**src/rtl/regfile_wb_arbiter_if.sv**
```systemverilog
// Writeback bus between the ALU/LSU requesters and the register-file arbiter.
// master: requester side (drives valid/rd/data); slave: arbiter side.
interface regfile_wb_arbiter_if #(
    parameter int XLEN    = 64,
    parameter int RADDR_W = 5
);
    logic               alu_valid;
    logic [RADDR_W-1:0] alu_rd;
    logic [XLEN-1:0]    alu_data;
    logic               alu_ready;

    logic               lsu_valid;
    logic [RADDR_W-1:0] lsu_rd;
    logic [XLEN-1:0]    lsu_data;
    logic               lsu_ready;

    logic               rf_reg_write;
    logic [RADDR_W-1:0] rf_rd;
    logic [XLEN-1:0]    rf_write_data;
    logic               arb_state;

`ifdef WB_ARB_STATS_EN
    logic [31:0]        stat_alu_grants;
    logic [31:0]        stat_lsu_grants;
    logic [31:0]        stat_conflicts;
`endif

    modport master (
        output alu_valid, alu_rd, alu_data,
        output lsu_valid, lsu_rd, lsu_data,
        input  alu_ready, lsu_ready,
        input  rf_reg_write, rf_rd, rf_write_data,
`ifdef WB_ARB_STATS_EN
        input  stat_alu_grants, stat_lsu_grants, stat_conflicts,
`endif
        input  arb_state
    );

    modport slave (
        input  alu_valid, alu_rd, alu_data,
        input  lsu_valid, lsu_rd, lsu_data,
        output alu_ready, lsu_ready,
        output rf_reg_write, rf_rd, rf_write_data,
`ifdef WB_ARB_STATS_EN
        output stat_alu_grants, stat_lsu_grants, stat_conflicts,
`endif
        output arb_state
    );
endinterface

```
**src/rtl/regfile_wb_arbiter.sv**
```systemverilog
// Arbitrates the single register-file write port between the ALU and LSU
// writeback requesters; one grant per cycle, issued to reg_file registered.
// Ports: clk, reset (async active-low), wb (slave modport: alu_*/lsu_*
// valid/ready requests, rf_reg_write/rf_rd/rf_write_data, arb_state).
// Optional WB_ARB_STATS_EN adds saturating grant/conflict counters on wb.
module regfile_wb_arbiter #(
    parameter int XLEN     = 64,
    parameter int RADDR_W  = 5,
    parameter int MAX_WAIT = 4
) (
    input  logic                 clk,
    input  logic                 reset,
    regfile_wb_arbiter_if.slave  wb
);
    typedef enum logic {
        PRI_LSU = 1'b0,
        PRI_ALU = 1'b1
    } state_e;

    localparam logic [3:0] MAX_W = 4'(MAX_WAIT);

    state_e             state_q, state_d;
    logic [3:0]         wait_cnt_q, wait_cnt_d;
    logic               rf_we_q, rf_we_d;
    logic [RADDR_W-1:0] rf_rd_q, rf_rd_d;
    logic [XLEN-1:0]    rf_data_q, rf_data_d;

    logic alu_gnt;
    logic lsu_gnt;
    logic same_rd;

    // Grant decode. Same-rd conflicts always go to the LSU: the load is
    // the older instruction, so the ALU write must land last.
    always_comb begin
        alu_gnt = 1'b0;
        lsu_gnt = 1'b0;
        same_rd = (wb.alu_rd == wb.lsu_rd);
        if (reset) begin
            unique case (1'b1)
                (wb.lsu_valid && !wb.alu_valid): lsu_gnt = 1'b1;
                (wb.alu_valid && !wb.lsu_valid): alu_gnt = 1'b1;
                (wb.alu_valid && wb.lsu_valid): begin
                    if (!same_rd && state_q == PRI_ALU)
                        alu_gnt = 1'b1;
                    else
                        lsu_gnt = 1'b1;
                end
                default: ;
            endcase
        end
    end

    // Starvation tracking: count ALU-losing cycles, saturate at MAX_W,
    // and flip to ALU priority on the edge the count reaches MAX_W.
    always_comb begin
        state_d    = state_q;
        wait_cnt_d = wait_cnt_q;
        if (alu_gnt) begin
            state_d    = PRI_LSU;
            wait_cnt_d = 4'd0;
        end else if (wb.alu_valid) begin
            if (wait_cnt_q < MAX_W)
                wait_cnt_d = wait_cnt_q + 4'd1;
            if (wait_cnt_d == MAX_W)
                state_d = PRI_ALU;
        end
    end

    // Registered write port; rd/data hold when idle, x0 writes suppressed.
    always_comb begin
        rf_we_d   = 1'b0;
        rf_rd_d   = rf_rd_q;
        rf_data_d = rf_data_q;
        if (lsu_gnt) begin
            rf_we_d   = (wb.lsu_rd != '0);
            rf_rd_d   = wb.lsu_rd;
            rf_data_d = wb.lsu_data;
        end else if (alu_gnt) begin
            rf_we_d   = (wb.alu_rd != '0);
            rf_rd_d   = wb.alu_rd;
            rf_data_d = wb.alu_data;
        end
    end

    always_ff @(posedge clk or negedge reset) begin
        if (!reset) begin
            state_q    <= PRI_LSU;
            wait_cnt_q <= 4'd0;
            rf_we_q    <= 1'b0;
            rf_rd_q    <= '0;
            rf_data_q  <= '0;
        end else begin
            state_q    <= state_d;
            wait_cnt_q <= wait_cnt_d;
            rf_we_q    <= rf_we_d;
            rf_rd_q    <= rf_rd_d;
            rf_data_q  <= rf_data_d;
        end
    end

    assign wb.alu_ready     = alu_gnt;
    assign wb.lsu_ready     = lsu_gnt;
    assign wb.rf_reg_write  = rf_we_q;
    assign wb.rf_rd         = rf_rd_q;
    assign wb.rf_write_data = rf_data_q;
    assign wb.arb_state     = state_q;

`ifdef WB_ARB_STATS_EN
    logic [31:0] st_alu_q, st_alu_d;
    logic [31:0] st_lsu_q, st_lsu_d;
    logic [31:0] st_cfl_q, st_cfl_d;

    always_comb begin
        st_alu_d = st_alu_q;
        st_lsu_d = st_lsu_q;
        st_cfl_d = st_cfl_q;
        if (alu_gnt && st_alu_q != 32'hFFFF_FFFF)
            st_alu_d = st_alu_q + 32'd1;
        if (lsu_gnt && st_lsu_q != 32'hFFFF_FFFF)
            st_lsu_d = st_lsu_q + 32'd1;
        if (wb.alu_valid && wb.lsu_valid && st_cfl_q != 32'hFFFF_FFFF)
            st_cfl_d = st_cfl_q + 32'd1;
    end

    always_ff @(posedge clk or negedge reset) begin
        if (!reset) begin
            st_alu_q <= '0;
            st_lsu_q <= '0;
            st_cfl_q <= '0;
        end else begin
            st_alu_q <= st_alu_d;
            st_lsu_q <= st_lsu_d;
            st_cfl_q <= st_cfl_d;
        end
    end

    assign wb.stat_alu_grants = st_alu_q;
    assign wb.stat_lsu_grants = st_lsu_q;
    assign wb.stat_conflicts  = st_cfl_q;
`endif
endmodule
```
**src/flat_wrapper.sv**
```systemverilog
// flat-port wrapper written by rule: the top's interface ports become plain ports
module regfile_wb_arbiter_flat 
#(
    parameter int XLEN     = 64,
    parameter int RADDR_W  = 5,
    parameter int MAX_WAIT = 4
)
  (clk, reset, wb_alu_valid, wb_alu_rd, wb_alu_data, wb_lsu_valid, wb_lsu_rd, wb_lsu_data, wb_alu_ready, wb_lsu_ready, wb_rf_reg_write, wb_rf_rd, wb_rf_write_data, wb_arb_state);
  regfile_wb_arbiter_if #(.XLEN(XLEN), .RADDR_W(RADDR_W)) wb_i ();
  input  logic clk;
  input  logic reset;
  input wire logic [$bits(wb_i.alu_valid)-1:0] wb_alu_valid;
  input wire logic [$bits(wb_i.alu_rd)-1:0] wb_alu_rd;
  input wire logic [$bits(wb_i.alu_data)-1:0] wb_alu_data;
  input wire logic [$bits(wb_i.lsu_valid)-1:0] wb_lsu_valid;
  input wire logic [$bits(wb_i.lsu_rd)-1:0] wb_lsu_rd;
  input wire logic [$bits(wb_i.lsu_data)-1:0] wb_lsu_data;
  output wire logic [$bits(wb_i.alu_ready)-1:0] wb_alu_ready;
  output wire logic [$bits(wb_i.lsu_ready)-1:0] wb_lsu_ready;
  output wire logic [$bits(wb_i.rf_reg_write)-1:0] wb_rf_reg_write;
  output wire logic [$bits(wb_i.rf_rd)-1:0] wb_rf_rd;
  output wire logic [$bits(wb_i.rf_write_data)-1:0] wb_rf_write_data;
  output wire logic [$bits(wb_i.arb_state)-1:0] wb_arb_state;
  assign wb_i.alu_valid = wb_alu_valid;
  assign wb_i.alu_rd = wb_alu_rd;
  assign wb_i.alu_data = wb_alu_data;
  assign wb_i.lsu_valid = wb_lsu_valid;
  assign wb_i.lsu_rd = wb_lsu_rd;
  assign wb_i.lsu_data = wb_lsu_data;
  assign wb_alu_ready = wb_i.alu_ready;
  assign wb_lsu_ready = wb_i.lsu_ready;
  assign wb_rf_reg_write = wb_i.rf_reg_write;
  assign wb_rf_rd = wb_i.rf_rd;
  assign wb_rf_write_data = wb_i.rf_write_data;
  assign wb_arb_state = wb_i.arb_state;
  regfile_wb_arbiter #(.XLEN(XLEN), .RADDR_W(RADDR_W), .MAX_WAIT(MAX_WAIT)) u_core (.clk(clk), .reset(reset), .wb(wb_i));
endmodule
```
**config.mk**
```make
export PLATFORM = sky130hd
export DESIGN_NAME = regfile_wb_arbiter_flat
export DESIGN_NICKNAME = d
export VERILOG_FILES = /design/src/rtl/regfile_wb_arbiter_if.sv /design/src/rtl/regfile_wb_arbiter.sv /design/src/flat_wrapper.sv
export SDC_FILE = /design/constraint.sdc
export NUM_CORES = 1
export LEC_CHECK = 0
export ABC_AREA = 1
export CORE_MARGIN = 4
export CORE_UTILIZATION = 42
export CTS_BUF_LIST = sky130_fd_sc_hd__clkbuf_8
export DETAILED_ROUTE_END_ITERATION = 12
export GPL_TIMING_DRIVEN = 0
export MAX_ROUTING_LAYER = met4
export PLACE_DENSITY = 0.84
export SETUP_SLACK_MARGIN = 0.02
export SYNTH_ARGS = -nofsm -noshare
export SYNTH_HDL_FRONTEND = slang
export SYNTH_SLANG_ARGS = --single-unit
```
**constraint.sdc**
```tcl
create_clock -name clk -period 1.29 [get_ports clk]
set_input_delay 0.258 -clock clk [delete_from_list [all_inputs] [get_ports clk]]
set_output_delay 0.258 -clock clk [all_outputs]
set_load 0.02 [all_outputs]
```
### Met1 routing

Supply wires on this layer in grey.
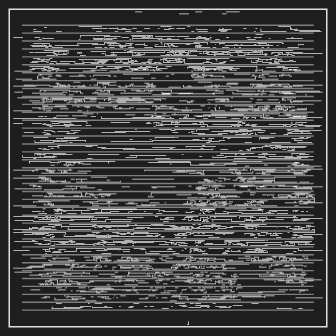
nets with wire on the layer = 897
share of all routed wire = 38%
vias: 5070
Post-Route WL: 17850 µm
GR Util met1: 0.3103

### M2 wires

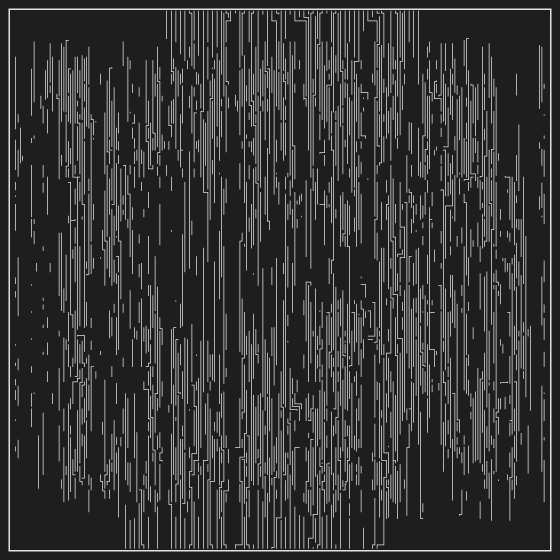
share of all routed wire = 51%
nets with wire on the layer = 870
wire length on this layer = 9160 µm
main direction = vertical
M2 GR Usage: 0.4828

### M3 wires

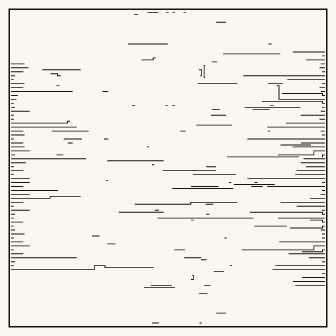
share of all routed wire = 7.5%
wire length on this layer = 1340 µm
longest straight run = 32.7 µm
main direction = horizontal
routing usage on met3: 0.05254

### M4 wires

Bar = 20 µm. Supply wires on this layer in grey.
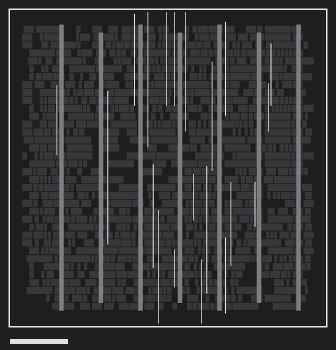
wire length on this layer = 603 µm
share of all routed wire = 3.4%

### Clock wiring as the flow saved it

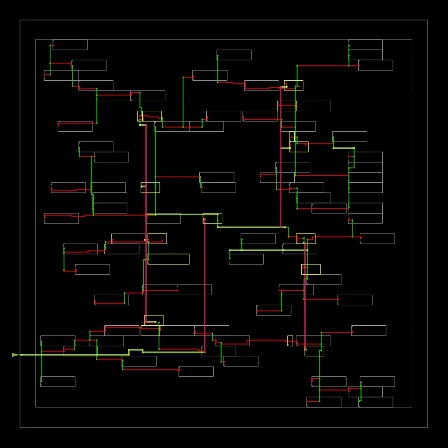
CTS Buf Count: 9
Clock Latency Late Sink: 0.36 ns
clk_skew: 0.005552 ns

cells in the final DEF (no fill, tap or decap), types with 3 or more instances in the layout:
master and count:
nand2_1 163, clkdlybuf4s50_1 128, buf_2 80, inv_1 75, dfrtp_1 75, nand3b_1 66, nand3_2 46, nand2_4 29
nand2_2 27, nand3_1 23, buf_4 17, nor2_1 13, clkbuf_8 12, buf_12 11, buf_8 10, clkbuf_16 10
buf_6 8, inv_2 7, o21ai_0 6, nor2_2 5, clkbuf_2 5, buf_16 5, dlygate4sd3_1 4, clkdlybuf4s15_2 3
per-layer routing:
metal,vias up,part of all wire,GRT usage
li1,2341,-,-
met1,2459,0.38,0.3103
met2,225,0.51,0.4828
met3,45,0.075,0.05254
met4,0,0.034,0.1217
met5,-,0,-
==> job_summary.md <==
## PnR job results

| Metric | Value |
|---|---|
| Status | finished, violations left |
| Failing checks | negative setup slack |
| Compound Share, Synth | 0.01325 |
| Final setup fails | 70 |
| Residual DRC | 0 |
| Startpoint types | flop |
| Gr ovfl total | 0 |
| Worst hold slack | 0.1784 ns |
| Number of gates on the worst path with buffers counted | 5 |
| Initial DRC count | 256 |
| Design area | 7831 µm² |
| Seq Cell Count | 75 |
| Post-CTS Resized | 410 |
| #FFs+latches synth | 75 |
| Top Consumer | combinational logic |
| Post-synth top area cell | dfrtp_1 |
| Total Routing Usage GR | 0.2778 |
| Rel. slew slack | 0.3314 |
| Post-Syn Instances | 584 |
| Mapped Area | 4250 µm² |
| Post-Layout Cell Count | 983 |
| CTS tree | built |
| Placeable Area | 9819 µm² |
| # rows | 36 |
| Clock Network Area Fraction | 0.02636 |
| Clk buf depth | 2 |
| Max Freq | 0.6811 GHz |
| Hold path endpoint | u_core.wb.rf_rd[2]$_DFFE_PN0P_ |
| Share of cells above drive strength 1 | 0.3388 |
| DP Area | 6566 µm² |
| Fillcell total | 668 |
| Log Warnings | 29 |
| Non-clock buffer area fraction after layout | 0.3635 |
| Placement Setup Slack | -1.256 ns |
| Antenna Cells | 0 |
| Inst Count DP | 931 |
| CP max-delay cell | dfrtp_1 |
| Largest net degree at the start of global routing | 39 |
| CP endpoint | wb_alu_ready |
| Mapped Nets | 727 |
| Distinct cell type count after synthesis | 23 |
| Worst Setup Slack, final | -0.1781 ns |
| Top area cell types | dfrtp_1 (44%), nand2_1 (19%), nand3b_1 (12%) |
| DP HPWL | 11070 µm |
| Yosys cell count | 584 |
| Port Buffers | 213 |
| Logic share of the area | 0.3087 |
| Crit path launch | u_core.wb.arb_state$_DFFE_PN0P_ |
| Mux area share | 0 |
| Power per cell area | 1168 nW/µm² |
| Top cells by count | nand2_1 (218), inv_1 (80), dfrtp_1 (75) |
| 1st-pass router iterations | 4 |
| Max-slew violations | 0 |
| Maximum VDD drop | 0.0006049 V |
| CP Max Fanout | 4 |
| Buffers excl. clock | 286 |
| Die Y | 108.6 µm |
| Post-Syn Area per Cell | 7.278 µm² |
| Dominant kind of cell | buffers |
| Seq share, synth | 0.4416 |
| Period utilization | 1.138 |
| Chip area | 11790 µm² |
| Post-synth EDFFs | 0 |
| Tmin final | 1.468 ns |
| Clk. pwr | 1.93 mW |
| Hold path cells | 3 |
| Worst Hold Class | primary input to flop |
| I/O Pins | 215 |
| Num tapcells | 133 |
| Logic pwr share | 0.458 |
| Most common cell in the netlist | nand2_1 |
| Reg power frac | 0.331 |
| Async SR Flop Fraction | 1.000 |
| Initial antenna violation count | 0 |
| Fp_density | 0.4328 |
| Clock Power Share | 0.211 |
| Yosys warning count | 0 |
| Simple share | 0.4183 |
| Layout net count | 988 |
| Area delta synth->final | 84.25% |
| Combinational power | 4.19 mW |
| Clkbuf count | 12 |
| Vias per inst | 5.158 |
| Antenna-violating nets left | 0 |
Power is estimated from default activity; no workload was simulated.
